[config.mk]
export PLATFORM = sky130hd
export DESIGN_NAME = pwm_ramp_ctrl
export DESIGN_NICKNAME = d
export VERILOG_FILES = /design/src/rtl/pwm_pkg.sv /design/src/rtl/pwm_period_gen.sv /design/src/rtl/pwm_ramp_ctrl.sv
export SDC_FILE = /design/constraint.sdc
export NUM_CORES = 1
export LEC_CHECK = 0
export CORE_UTILIZATION = 56
export CTS_BUF_LIST = sky130_fd_sc_hd__clkbuf_4
export CTS_CLUSTER_DIAMETER = 60
export DETAILED_ROUTE_END_ITERATION = 16
export PLACE_DENSITY = 0.82
export SETUP_SLACK_MARGIN = 0.15
export SLEW_MARGIN = 15
export SYNTH_ARGS = -nofsm -noshare
export SYNTH_HDL_FRONTEND = slang
export SYNTH_SLANG_ARGS = --single-unit
[constraint.sdc]
create_clock -name clk -period 2.71 [get_ports clk]
set_input_delay 0.271 -clock clk [delete_from_list [all_inputs] [get_ports clk]]
set_output_delay 0.271 -clock clk [all_outputs]
set_load 0.02 [all_outputs]
[src/rtl/pwm_pkg.sv]
// Shared definitions for the PWM ramp controller: duty width, FSM encoding
// and the target clamp used when a host command is accepted.
package pwm_pkg;

   localparam int DUTY_W = 4;

   typedef enum logic [1:0] {
      ST_IDLE      = 2'd0,
      ST_RAMP_UP   = 2'd1,
      ST_RAMP_DOWN = 2'd2
   } state_e;

   function automatic logic [DUTY_W-1:0] clamp_duty(
      input logic [DUTY_W-1:0] target,
      input logic [DUTY_W-1:0] limit
   );
      return (target > limit) ? limit : target;
   endfunction

endpackage

[src/rtl/pwm_period_gen.sv]
// Free-running PWM period counter with period-end strobe and a registered
// compare output; everything freezes and the output is forced low while ena is low.
module pwm_period_gen
   import pwm_pkg::*;
#(
   parameter int DUTY_MAX = 10
) (
   input  logic              clk,
   input  logic              rst_n,
   input  logic              ena,
   input  logic [DUTY_W-1:0] duty,
   output logic              period_end,
   output logic              pwm_out
);

   localparam logic [DUTY_W-1:0] CNT_LAST = DUTY_W'(DUTY_MAX - 1);

   logic [DUTY_W-1:0] cnt_q;
   logic [DUTY_W-1:0] cnt_d;
   logic              pwm_q;

   assign period_end = ena && (cnt_q == CNT_LAST);
   assign cnt_d      = period_end ? '0 : cnt_q + DUTY_W'(1);

   always_ff @(posedge clk or negedge rst_n) begin
      if (!rst_n) begin
         cnt_q <= '0;
         pwm_q <= 1'b0;
      end else if (ena) begin
         cnt_q <= cnt_d;
         pwm_q <= (cnt_q < duty);
      end else begin
         pwm_q <= 1'b0;
      end
   end

   // Gate with ena so the pin drops in the same cycle the design is disabled.
   assign pwm_out = pwm_q & ena;

endmodule

[src/rtl/pwm_ramp_ctrl.sv]
// PWM duty controller: accepts a target duty from a host command or inc/dec
// pulses and ramps the applied duty one step every STEP_PERIODS periods.
module pwm_ramp_ctrl
   import pwm_pkg::*;
#(
   parameter int DUTY_MAX     = 10,
   parameter int DUTY_INIT    = 5,
   parameter int STEP_PERIODS = 4
) (
   input  logic              clk,
   input  logic              rst_n,
   input  logic              ena,
   input  logic              cmd_valid,
   input  logic [DUTY_W-1:0] cmd_target,
   output logic              cmd_ready,
   input  logic              inc_pulse,
   input  logic              dec_pulse,
   output logic              pwm_out,
   output logic [DUTY_W-1:0] duty,
   output logic              busy,
   output logic              done,
   output state_e            dbg_state
);

   localparam logic [DUTY_W-1:0] DUTY_LIM  = DUTY_W'(DUTY_MAX);
   localparam logic [DUTY_W-1:0] DUTY_RST  = DUTY_W'(DUTY_INIT);
   localparam int                STEP_W    = (STEP_PERIODS > 1) ? $clog2(STEP_PERIODS) : 1;
   localparam logic [STEP_W-1:0] STEP_LAST = STEP_W'(STEP_PERIODS - 1);

   state_e            state_q;
   logic [DUTY_W-1:0] duty_q;
   logic [DUTY_W-1:0] target_q;
   logic [STEP_W-1:0] step_q;
   logic              done_q;

   logic [DUTY_W-1:0] duty_d;
   logic [DUTY_W-1:0] cmd_tgt_d;
   logic              period_end;

   pwm_period_gen #(
      .DUTY_MAX (DUTY_MAX)
   ) u_period_gen (
      .clk        (clk),
      .rst_n      (rst_n),
      .ena        (ena),
      .duty       (duty_q),
      .period_end (period_end),
      .pwm_out    (pwm_out)
   );

   assign cmd_tgt_d = clamp_duty(cmd_target, DUTY_LIM);
   assign duty_d    = (state_q == ST_RAMP_DOWN) ? duty_q - DUTY_W'(1) : duty_q + DUTY_W'(1);

   always_ff @(posedge clk or negedge rst_n) begin
      if (!rst_n) begin
         state_q  <= ST_IDLE;
         duty_q   <= DUTY_RST;
         target_q <= DUTY_RST;
         step_q   <= '0;
         done_q   <= 1'b0;
      end else if (ena) begin
         done_q <= 1'b0;
         case (state_q)
            ST_IDLE: begin
               // Command beats inc, inc beats dec; inc+dec together cancel out.
               if (cmd_valid) begin
                  target_q <= cmd_tgt_d;
                  step_q   <= '0;
                  if (cmd_tgt_d > duty_q) begin
                     state_q <= ST_RAMP_UP;
                  end else if (cmd_tgt_d < duty_q) begin
                     state_q <= ST_RAMP_DOWN;
                  end else begin
                     done_q <= 1'b1;
                  end
               end else if (inc_pulse && !dec_pulse && (duty_q != DUTY_LIM)) begin
                  target_q <= duty_q + DUTY_W'(1);
                  step_q   <= '0;
                  state_q  <= ST_RAMP_UP;
               end else if (dec_pulse && !inc_pulse && (duty_q != '0)) begin
                  target_q <= duty_q - DUTY_W'(1);
                  step_q   <= '0;
                  state_q  <= ST_RAMP_DOWN;
               end
            end
            ST_RAMP_UP, ST_RAMP_DOWN: begin
               // Duty only moves on a period end, so the waveform never glitches.
               if (period_end) begin
                  if (step_q == STEP_LAST) begin
                     step_q <= '0;
                     duty_q <= duty_d;
                     if (duty_d == target_q) begin
                        state_q <= ST_IDLE;
                        done_q  <= 1'b1;
                     end
                  end else begin
                     step_q <= step_q + STEP_W'(1);
                  end
               end
            end
            default: state_q <= ST_IDLE;
         endcase
      end else begin
         done_q <= 1'b0;
      end
   end

   assign cmd_ready = ena && (state_q == ST_IDLE);
   assign busy      = (state_q == ST_RAMP_UP) || (state_q == ST_RAMP_DOWN);
   assign done      = done_q;
   assign duty      = duty_q;
   assign dbg_state = state_q;

endmodule

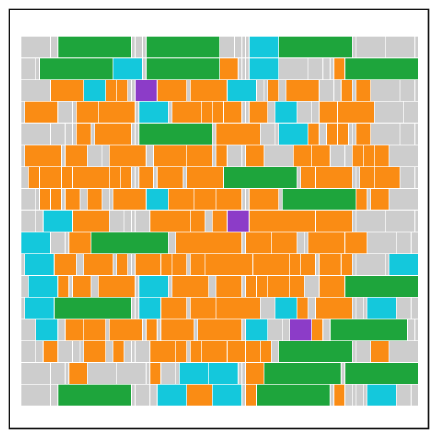
Run 1: cells colored by class
Drawn at 8 px/um. Fill, decap, tap and diode cells in gray.
[cells driving clock nets] purple | cells: 3 | share of their area: 1.3%
[flip-flops] green | cells: 18 | share of their area: 27%
[all other logic] orange | cells: 128 | share of their area: 57%
[other buffers and delay cells] cyan | cells: 26 | share of their area: 14%
FP Rows: 17
Core Util, Final: 74.9%
Core ar.: 0.00230 mm^2
design area: 0.00172 mm^2

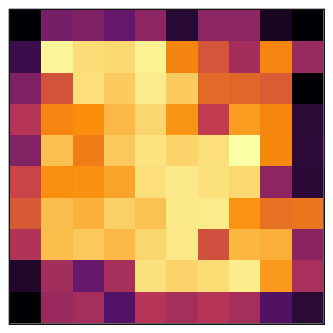
Run 1: placement density heat map
Drawn at 6 px/um. The die is cut into 10 by 10 equal tiles; black is low, pale yellow is high, 0 to 100% covered.
tiles over 75% full: 45%
fullest tile: 100%
emptiest ninth of the die: top right
FP Core Util: 61.5%

==> results.py, run 1 <==
# Physical implementation metrics
metrics = {
    "synth": {
        "yosysChipArea_mm2": 0.00141,
        "synthCells": 151,
        "yosysMostFrequentCell": "nand2_1",
        "ys_types": 43,
        "synth_seq_share_pct": 32.2,
        "top_cell_area_share_pct": 24.8,
        "synth-simple-area-share_pct": 20.2,
        "synthAoiAreaFrac_pct": 15.8,
        "synth-xor-area-share_pct": 7.17,
        "largest_area_cell": "dfrtp_1",
        "adder_share_pct": 14.2,
        "yosys_warnings": 0,
        "topCellsByArea": "dfrtp_1, ha_1, dfstp_2",
        "ff_type": "dfrtp_1",
        "synthMuxAreaShare_pct": 6.11,
        "synth.avg_cell_area_um2": 9.36,
    },
    "global_routing": {
        "grt_util_all_layers_pct": 30.4,
        "antenna_found_initial": 0,
    },
    "finish": {
        "diodes": 0,
        "drive_gt1_share_pct": 17.7,
        "layout.nets": 203,
    },
    "sta": {
        "setup-tns-final_ps": 0,
        "slew-limit-headroom_pct": 45.0,
        "fin_crit_ps": 2420,
        "slew_violations": 0,
        "grt_setup_unrepaired": "false",
        "worst_slew_pin_slew_ps": 822,
        "fmax_mhz": 414,
        "setup_viol": 0,
        "finalCritPeriodShare_pct": 89.2,
    },
    "detailed_routing": {
        "wl_met2_mm": 1.83,
        "drt_iter0_drc": 33,
        "wl_per_cell_um": 17.3,
        "vias_per_cell": 6.08,
        "antenna_left": 0,
        "top_layer": "met4",
        "drt-total-wl_mm": 3.52,
        "vias": 1235,
        "drcViolationCount": 0,
    },
    "cts": {
        "cts_tree": "yes",
        "postCtsHoldBufs": 0,
        "clock_path_buffers": 2,
        "cts_buffers": 3,
        "clkSlewWorstSetupHoldPaths_ps": 100,
        "clk_latency_ps": 320,
        "h-tree-depth": 1,
    },
    "run_status": {
        "outcome": "finished, final reports clean",
    },
    "power_and_ir_drop": {
        "ir_drop_mv": 0.415,
        "power_density_mw_per_mm2": 481,
        "p_leak_nw": 0.748,
    },
    "floorplan": {
        "fp.dieW_um": 52.2,
        "chipArea_mm2": 0.00273,
        "die_h_um": 52.2,
    },
    "placed_design": {
        "dpl.hpwl_mm": 2.68,
        "place_congestion": 0.919,
        "dpl-instance-area_mm2": 0.00165,
    },
    "worst_setup_path": {
        "r2r-start": "dbg_state[0]$_DFFE_PN0P_",
        "crit_required_ps": 2950,
        "cp.arrival_ps": 2660,
        "crit_fanout": 3,
    },
    "hold_path": {
        "hold_path.class": "primary input to async pin",
    },
}
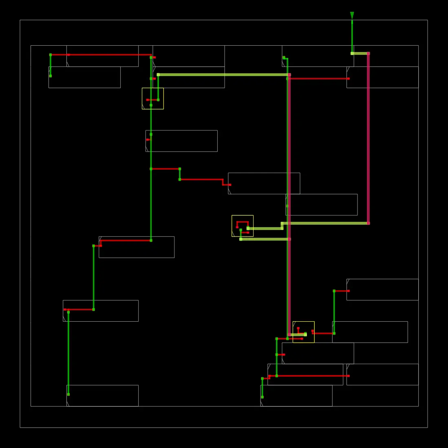
Run 1: clock nets
Power Clock: 0.000142 W
clock skew: 3.98 ps
# clk buffers: 3
CTS sink cnt: 18
Flops: 18

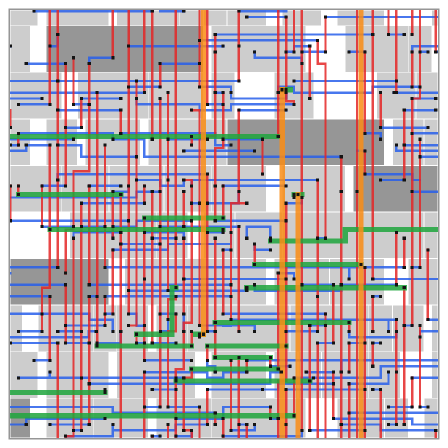
Run 1: close-up of the layout
Window x 14 to 39, y 14 to 39 um. Cells in gray, sequential cells in the stronger gray; small squares are vias.
[met4] orange
[met2] red
[met1] blue
[met3] green
cells with their middle in the window: 55
sequential cells in the window: 4
most frequent: o21ai_0 (5), nor2_1 (5), xnor2_1 (4)

[run 1: metrics by stage]
step	cells	utilization (%)	worst slack [ps]	total power [W]	hold WS, ps
final	203	74.9	294	0.000828	420
after global routing	203	74.9	170	0.000885	469
after CTS	202	73.5	171	0.000821	458
after detailed placement	198	71.7	145	0.000669	481
after global placement	198	71.7	273	0.000646	471
after floorplan	151	-	181	0.000579	-24.6
[run 1: kinds of logic after synthesis]
kind of cell / count (synthesis)
adders and majority gates: 16
and+or+nand+nor: 53
xor gates and xnor gates: 10
buffers and inverters: 14
DFF: 18
AOI/OAI and AO/OA: 32
muxes: 8
[run 1: power by group]
part / internal [W] / switching (W) / leakage [nW]
Combinational: 0.000158 / 0.000154 / 0.524
Clock: 0.0000522 / 0.0000898 / 0.0138
Sequential: 0.000319 / 0.0000553 / 0.210
[run 1: state kept, by name, indices dropped and copies added (netlist names)]
name,count
dbg_state,2
done,1
duty,4
step_q,2
target_q,4
u_period_gen.cnt_q,4
u_period_gen.pwm_q,1
[run 1: layout by cell type, fill, tap and decap left out, drive strengths merged, types with 2 or more instances in the layout]
| cell type | instances |
|---|---|
| clkdlybuf4s50 | 19 |
| nand2 | 17 |
| ha | 16 |
| dfrtp | 14 |
| o21ai | 11 |
| nor2 | 11 |
| inv | 9 |
| buf | 7 |
| xnor2 | 6 |
| nor2b | 5 |
| mux2 | 5 |
| a21oi | 4 |
| dfstp | 4 |
| xor2 | 3 |
| nand2b | 3 |
| clkbuf | 3 |
| mux2i | 3 |
| and2 | 2 |
| a21boi | 2 |
| nor3b | 2 |
| nand3b | 2 |
| nand3 | 2 |
| nand4 | 2 |
| a221oi | 2 |
| o31ai | 2 |
| a32o | 2 |
| or3b | 2 |
[run 1: cell type report]
| cell class | count | area (um^2) |
|---|---|---|
| Inverter | 9 | 33.8 |
| Sequential cell | 18 | 455 |
| Tap cell | 28 | 35.0 |
| Clock buffer | 3 | 22.5 |
| Fill cell | 168 | 577 |
| Timing Repair Buffer | 26 | 243 |
| Multi-Input combinational cell | 119 | 931 |
[run 1: worst max-delay path by stage]
stage / startpoint / endpoint
finish: dbg_state[0]$_DFFE_PN0P_ / done$_DFF_PN0_
global route: dbg_state[0]$_DFFE_PN0P_ / done$_DFF_PN0_
CTS: duty[1]$_DFFE_PN0P_ / dbg_state[1]$_DFFE_PN0P_
detailed placement: duty[0]$_DFFE_PN1P_ / done$_DFF_PN0_
global placement: duty[0]$_DFFE_PN1P_ / done$_DFF_PN0_
floorplan: dbg_state[0]$_DFFE_PN0P_ / done$_DFF_PN0_
[run 1: worst max-delay path, cell delays in order, from the launching register on]
cell	delay, ps
dfrtp_1	420
inv_2	90
ha_1	170
or4b_4	480
and3_4	190
or4_1	380
or3b_1	390
a211oi_2	210
[run 1: repair_timing]
action,CTS,global route
setup endpoints to repair,3,3
endpoints found under the hold margin,0,0
setup buffers,1,1
gates resized,2,5
pin swaps,0,1
[run 1: per-layer routing]
layer  track usage [%]  vias to the layer above
met5                 0                        -
met4              15.4                        0
met3              6.38                       11
met2              54.1                       48
met1              33.8                      589
li1                  -                      587
==> inputs of run 2 (changes only) <==
--- a/config.mk
+++ b/config.mk
@@ -5,6 +5,7 @@
 export SDC_FILE = /design/constraint.sdc
 export NUM_CORES = 1
 export LEC_CHECK = 0
+export CORE_ASPECT_RATIO = 0.75
 export CORE_UTILIZATION = 56
 export CTS_BUF_LIST = sky130_fd_sc_hd__clkbuf_4
 export CTS_CLUSTER_DIAMETER = 60
==> constraint.sdc (replaced) <==
create_clock -name clk -period 2.7 [get_ports clk]
set_input_delay 0.27 -clock clk [delete_from_list [all_inputs] [get_ports clk]]
set_output_delay 0.27 -clock clk [all_outputs]
set_load 0.02 [all_outputs]
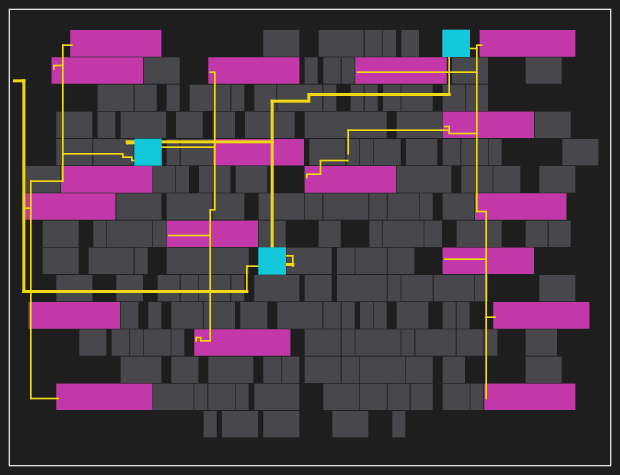
Run 2: clock network drawn from the DEF
Drawn at 10 px/um.
[flip-flops] magenta | count: 18
[clock wires] yellow | length: 280 um
[cells driving clock nets] cyan | count: 3
routed clock nets: 4
flops lie: all over the die

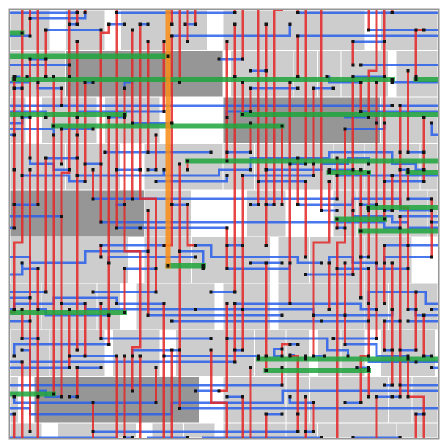
Run 2: close-up of the layout
Window x 17 to 42, y 10 to 35 um. Cells in gray, sequential cells in the stronger gray; small squares are vias.
[met4] orange
[met3] green
[met2] red
[met1] blue
sequential cells in the window: 4
most frequent: nand2_1 (6), ha_1 (6), xnor2_1 (5)
netlist names of flops here include: `duty` (2)
cells with their middle in the window: 60

==> run 2 against run 1 <==
  * Via count rose by 1.1%
  * Cell count rose by 3.4%
  * Die area barely moved
  * Sequential power barely moved
  * Flip-flop count did not move
  * Critical path type unchanged
  * Largest cell class unchanged
  * Highest routed layer unchanged
==> results.py, run 2 <==
# Physical implementation metrics
metrics = {
    "run_status": {
        "outcome": "finished, final reports clean",
    },
    "cts": {
        "clk_latency_ps": 310,
        "clkSlewWorstSetupHoldPaths_ps": 100,
        "clock_path_buffers": 2,
        "postCtsHoldBufs": 0,
        "cts_buffers": 3,
        "clock_sinks": 18,
        "h-tree-depth": 1,
    },
    "detailed_routing": {
        "drcViolationCount": 0,
        "antenna_left": 0,
        "vias": 1249,
        "vias_per_cell": 5.95,
        "wl_per_cell_um": 16.3,
    },
    "synth": {
        "synthCells": 151,
        "synth-simple-area-share_pct": 20.2,
        "synthMuxAreaShare_pct": 6.11,
        "adder_share_pct": 14.2,
        "synthAoiAreaFrac_pct": 15.8,
        "synth-xor-area-share_pct": 7.17,
        "ys_types": 43,
        "top_cell_area_share_pct": 24.8,
        "largest_area_cell": "dfrtp_1",
        "synth_seq_share_pct": 32.2,
    },
    "worst_setup_path": {
        "crit_required_ps": 2940,
        "crit_fanout": 3,
        "r2r-start": "dbg_state[0]$_DFFE_PN0P_",
    },
    "floorplan": {
        "chipArea_mm2": 0.00273,
        "die_h_um": 45.5,
        "fp_util_pct": 60.2,
    },
    "power_and_ir_drop": {
        "power_density_mw_per_mm2": 486,
        "p_leak_nw": 0.748,
    },
    "finish": {
        "layout.nets": 203,
        "final_cell_mix": "clkdlybuf4s50_1, nand2_1, ha_1",
        "stdcell_count": 210,
    },
    "sta": {
        "slew_violations": 0,
        "worst_slew_pin_slew_ps": 841,
        "slew-limit-headroom_pct": 43.7,
        "clock_skew_ps": 3.69,
        "fin_crit_ps": 2470,
        "setup_viol": 0,
        "grt_setup_unrepaired": "true",
    },
    "placed_design": {
        "place_inst": 204,
        "place_congestion": 0.918,
    },
}
## run 2: cell counts after synthesis
No cell type changed its count.
## run 2: power by group
group          internal [W]  total (W)  switching (W)  leakage [nW]
Combinational      0.000156   0.000310       0.000154         0.523
Clock             0.0000542   0.000146      0.0000916        0.0154
Sequential         0.000320   0.000377      0.0000572         0.210
## run 2: layout make-up
cell class	count	area [um^2]
Timing Repair Buffer	26	243
Clock inverter	1	3.75
Clock buffer	3	22.5
Fill cell	168	631
Sequential cell	18	455
Tap cell	34	42.5
Inverter	9	33.8
Multi-Input combinational cell	119	915
## run 2: routing by layer
layer  vias to the layer above  track usage, %  wire, um
met5                         -               0         0
li1                        586               -         -
met2                        56            47.6      1640
met1                       598            36.5      1480
met4                         0            11.2        63
met3                         9            7.39       240
## run 2: how the worst max path moves through the flow
stage | slack [ps] | startpoint | cells after the start | to
6_report | 230 | dbg_state[0]$_DFFE_PN0P_ | 7 | done$_DFF_PN0_
5_1_grt | 130 | dbg_state[0]$_DFFE_PN0P_ | 8 | done$_DFF_PN0_
4_1_cts | 190 | dbg_state[0]$_DFFE_PN0P_ | 8 | done$_DFF_PN0_
3_5_place_dp | 130 | duty[0]$_DFFE_PN1P_ | 7 | done$_DFF_PN0_
3_3_place_gp | 270 | duty[0]$_DFFE_PN1P_ | 7 | done$_DFF_PN0_
2_1_floorplan | 170 | dbg_state[0]$_DFFE_PN0P_ | 7 | done$_DFF_PN0_
## run 2: what timing repair did
action,in CTS,in global routing
setup endpoints to repair,1,2
resized,0,3
buffers inserted,1,1
## run 2: cells by family after synthesis
family / Yosys count
DFF: 18
and+or+nand+nor: 53
buffers and inverters: 14
muxes: 8
adders and majority gates: 16
xor gates and xnor gates: 10
AOI/OAI and AO/OA: 32
## run 2: stage by stage
step                      worst slack, ps  power (W)  hold WS, ps  cell area, um^2
final                                 228   0.000833          428             1720
after global routing                  130   0.000890          488             1720
after CTS                             194   0.000822          442             1690
after detailed placement              128   0.000670          473             1660
after global placement                268   0.000651          475             1660
after floorplan                       171   0.000581        -25.6             1410
## run 2: worst max-delay path: stages, from the launching register on
cell,delay [ps]
dfrtp_1,390
inv_1,100
ha_1,200
or4b_4,490
and3_4,190
or4_1,400
or3b_1,400
a211oi_2,220
==> inputs of run 3 (changes only) <==
--- a/config.mk
+++ b/config.mk
@@ -10,6 +10,7 @@
 export CTS_BUF_LIST = sky130_fd_sc_hd__clkbuf_4
 export CTS_CLUSTER_DIAMETER = 60
 export DETAILED_ROUTE_END_ITERATION = 16
+export MAX_ROUTING_LAYER = met4
 export PLACE_DENSITY = 0.82
 export SETUP_SLACK_MARGIN = 0.15
 export SLEW_MARGIN = 15
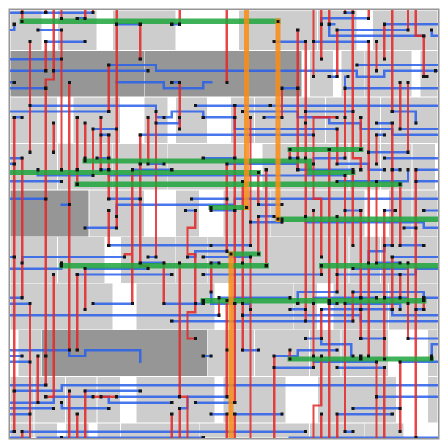
Run 3: close-up of the layout
Window x 17 to 42, y 10 to 35 um. Cells in gray, sequential cells in the stronger gray; small squares are vias.
[met2] red
[met4] orange
[met1] blue
[met3] green
most frequent: ha_1 (7), inv_1 (5)
netlist names of flops here include: `duty` (2)
sequential cells in the window: 4
cells with their middle in the window: 62

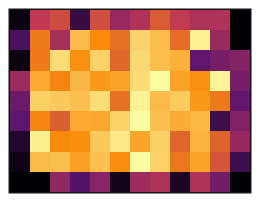
Run 3: placement density heat map
Drawn at 4 px/um. The die is cut into 12 by 9 equal tiles; black is low, pale yellow is high, 0 to 100% covered.
densest ninth of the die: middle
tiles over 75% full: 45%
nearly empty tiles: 4.6%
mean over tiles: 61%

==> run 3 against run 2 <==
  * Synthesized cell count unchanged
  * Global-route usage decreased by 2.5 points
  * Cell count decreased by 0.95%
  * Clock skew increased by 5.1 ps
  * Area after synthesis unchanged
  * Sequential share of layout area increased by 0.23 points
  * Sequential power about the same
  * Via count decreased by 3.7%
  * Hold slack got worse by 9.6 ps
  * Clock-buffer cell count unchanged
==> results.py, run 3 <==
# Physical implementation metrics
metrics = {
    "placed_design": {
        "dpl-instance-area_mm2": 0.00165,
        "dpl.hpwl_mm": 2.43,
        "place_congestion": 0.961,
        "place_inst": 203,
        "pre_cts_slack_ps": 196,
    },
    "finish": {
        "syn2layout_area_growth_pct": 20.4,
        "drive_gt1_share_pct": 14.4,
        "finish.instance_area_mm2": 0.00170,
        "stdcell_count": 208,
        "final_cell_mix": "clkdlybuf4s50_1, nand2_1, ha_1",
        "layout.nets": 201,
    },
    "floorplan": {
        "die_h_um": 45.5,
        "fp_util_pct": 60.2,
        "chipArea_mm2": 0.00273,
    },
    "detailed_routing": {
        "vias_per_cell": 5.78,
        "wl_met2_mm": 1.38,
        "top_layer": "met4",
        "wl_per_cell_um": 14.7,
        "vias": 1203,
        "drcViolationCount": 0,
        "route.met3.wl_um": 243,
        "wirelength_met1_mm": 1.40,
        "antenna_left": 0,
    },
    "synth": {
        "synthMuxAreaShare_pct": 6.11,
        "top_cell_area_share_pct": 24.8,
        "synth_seq_share_pct": 32.2,
        "yosys-dominant-comb-family": "simple AND/OR/NAND/NOR gates",
        "yosysChipArea_mm2": 0.00141,
        "yosysMostFrequentCell": "nand2_1",
        "ff_type": "dfrtp_1",
        "edf_count": 0,
        "synth-xor-area-share_pct": 7.17,
        "largest_area_cell": "dfrtp_1",
        "synthAoiAreaFrac_pct": 15.8,
        "topCellsByArea": "dfrtp_1, ha_1, dfstp_2",
        "ys_top_cells_by_count": "nand2_1, ha_1, dfrtp_1, nor2_1, o21ai_0",
        "adder_share_pct": 14.2,
        "synth-simple-area-share_pct": 20.2,
        "ys_types": 43,
        "async_flop_share_pct": 100,
        "synthCells": 151,
        "ys_seq_elements": 18,
    },
    "global_routing": {
        "grt_pass1_wl_mm": 5.02,
    },
    "worst_setup_path": {
        "path_cells": "inv_1, ha_1, or4b_4, and3_4, or4_1, or3b_1, a211oi_2",
        "crit_fanout": 3,
        "cp-end-kind": "flip-flop",
        "critical-path-slowest-cell": "or4b_4",
        "crit_required_ps": 2930,
        "slowest_delay_ps": 480,
        "criticalPathCategory": "flip-flop to flip-flop",
    },
    "sta": {
        "fin_crit_ps": 2450,
        "setup_slack_ps": 246,
        "grt_setup_unrepaired": "true",
        "clock_skew_ps": 8.78,
        "worst_slew_pin_slew_ps": 795,
        "slew-limit-headroom_pct": 46.9,
        "setup_viol": 0,
        "slew_violations": 0,
    },
    "cts": {
        "clock_sinks": 18,
        "postCtsHoldBufs": 0,
        "clk_latency_ps": 300,
        "clock_path_buffers": 2,
        "cts_buffers": 3,
        "clkSlewWorstSetupHoldPaths_ps": 110,
        "h-tree-depth": 1,
    },
    "power_and_ir_drop": {
        "power_density_mw_per_mm2": 480,
        "p_leak_nw": 0.739,
    },
    "run": {
        "max-cap-violations": 0,
    },
    "run_status": {
        "outcome": "finished, final reports clean",
    },
    "hold_path": {
        "hold_path.class": "primary input to async pin",
    },
}
run 3: cell counts after synthesis:
Identical to the previous run, type by type.
run 3: what timing repair did:
item                                    4_1_cts  5_1_grt
resized                                       0        3
endpoints found under the setup margin        1        1
buffers inserted                              1        0
run 3: cell type report:
type,instances,area [um^2]
Multi-Input combinational cell,119,915
Fill cell,179,646
Sequential cell,18,455
Timing Repair Buffer,24,228
Tap cell,34,42.5
Inverter,9,33.8
Clock buffer,3,22.5
Clock inverter,1,3.75
run 3: metal layers:
layer | up-vias | global-route usage [%]
met1 | 557 | 35.3
li1 | 586 | -
met2 | 54 | 38.4
met5 | - | -
met3 | 6 | 7.10
met4 | 0 | 8.84
run 3: power by group:
part	switching, W	internal, W	total (W)	leakage (nW)
Combinational	0.000144	0.000154	0.000297	0.514
Clock	0.0000866	0.0000539	0.000141	0.0154
Sequential	0.0000581	0.000320	0.000378	0.210
Total	0.000289	0.000527	0.000816	0.739
run 3: logic make-up (layout without fill, tap and decap cells):
group	after synthesis	in the layout
simple gates	53	53
compound gates	32	32
buf+inv	14	37
flops	18	18
mux	8	8
xor+xnor	10	10
fa+ha+maj	16	16
run 3: worst paths after layout:
path,endpoint,start,cells past startpoint
min reg2reg,target_q[2]$_DFFE_PN1P_,target_q[2]$_DFFE_PN1P_,2
max reg2reg,done$_DFF_PN0_,dbg_state[0]$_DFFE_PN0P_,7
min in group clk,target_q[2]$_DFFE_PN1P_,target_q[2]$_DFFE_PN1P_,2
min,u_period_gen.cnt_q[1]$_DFFE_PN0P_,rst_n,1
max,done$_DFF_PN0_,dbg_state[0]$_DFFE_PN0P_,7
max in group asynchronous,u_period_gen.cnt_q[2]$_DFFE_PN0P_,rst_n,1
run 3: through the flow:
| stage | hold WS [ps] | utilization (%) | power (W) |
|---|---|---|---|
| finish | 419 | 72.5 | 0.000816 |
| global route | 482 | 72.5 | 0.000874 |
| CTS | 445 | 71.7 | 0.000812 |
| detailed placement | 480 | 70.2 | 0.000666 |
| global placement | 474 | 70.2 | 0.000649 |
| floorplan | -25.6 | - | 0.000581 |
run 3: worst max-delay path, delay by kind of cell, from the launching register on:
family / cells / cell delay (ps)
fa+ha+maj: 1 / 190
flops: 1 / 420
simple gates: 4 / 1450
buf+inv: 1 / 110
compound gates: 1 / 210
Power and IR drop assume default switching activity.
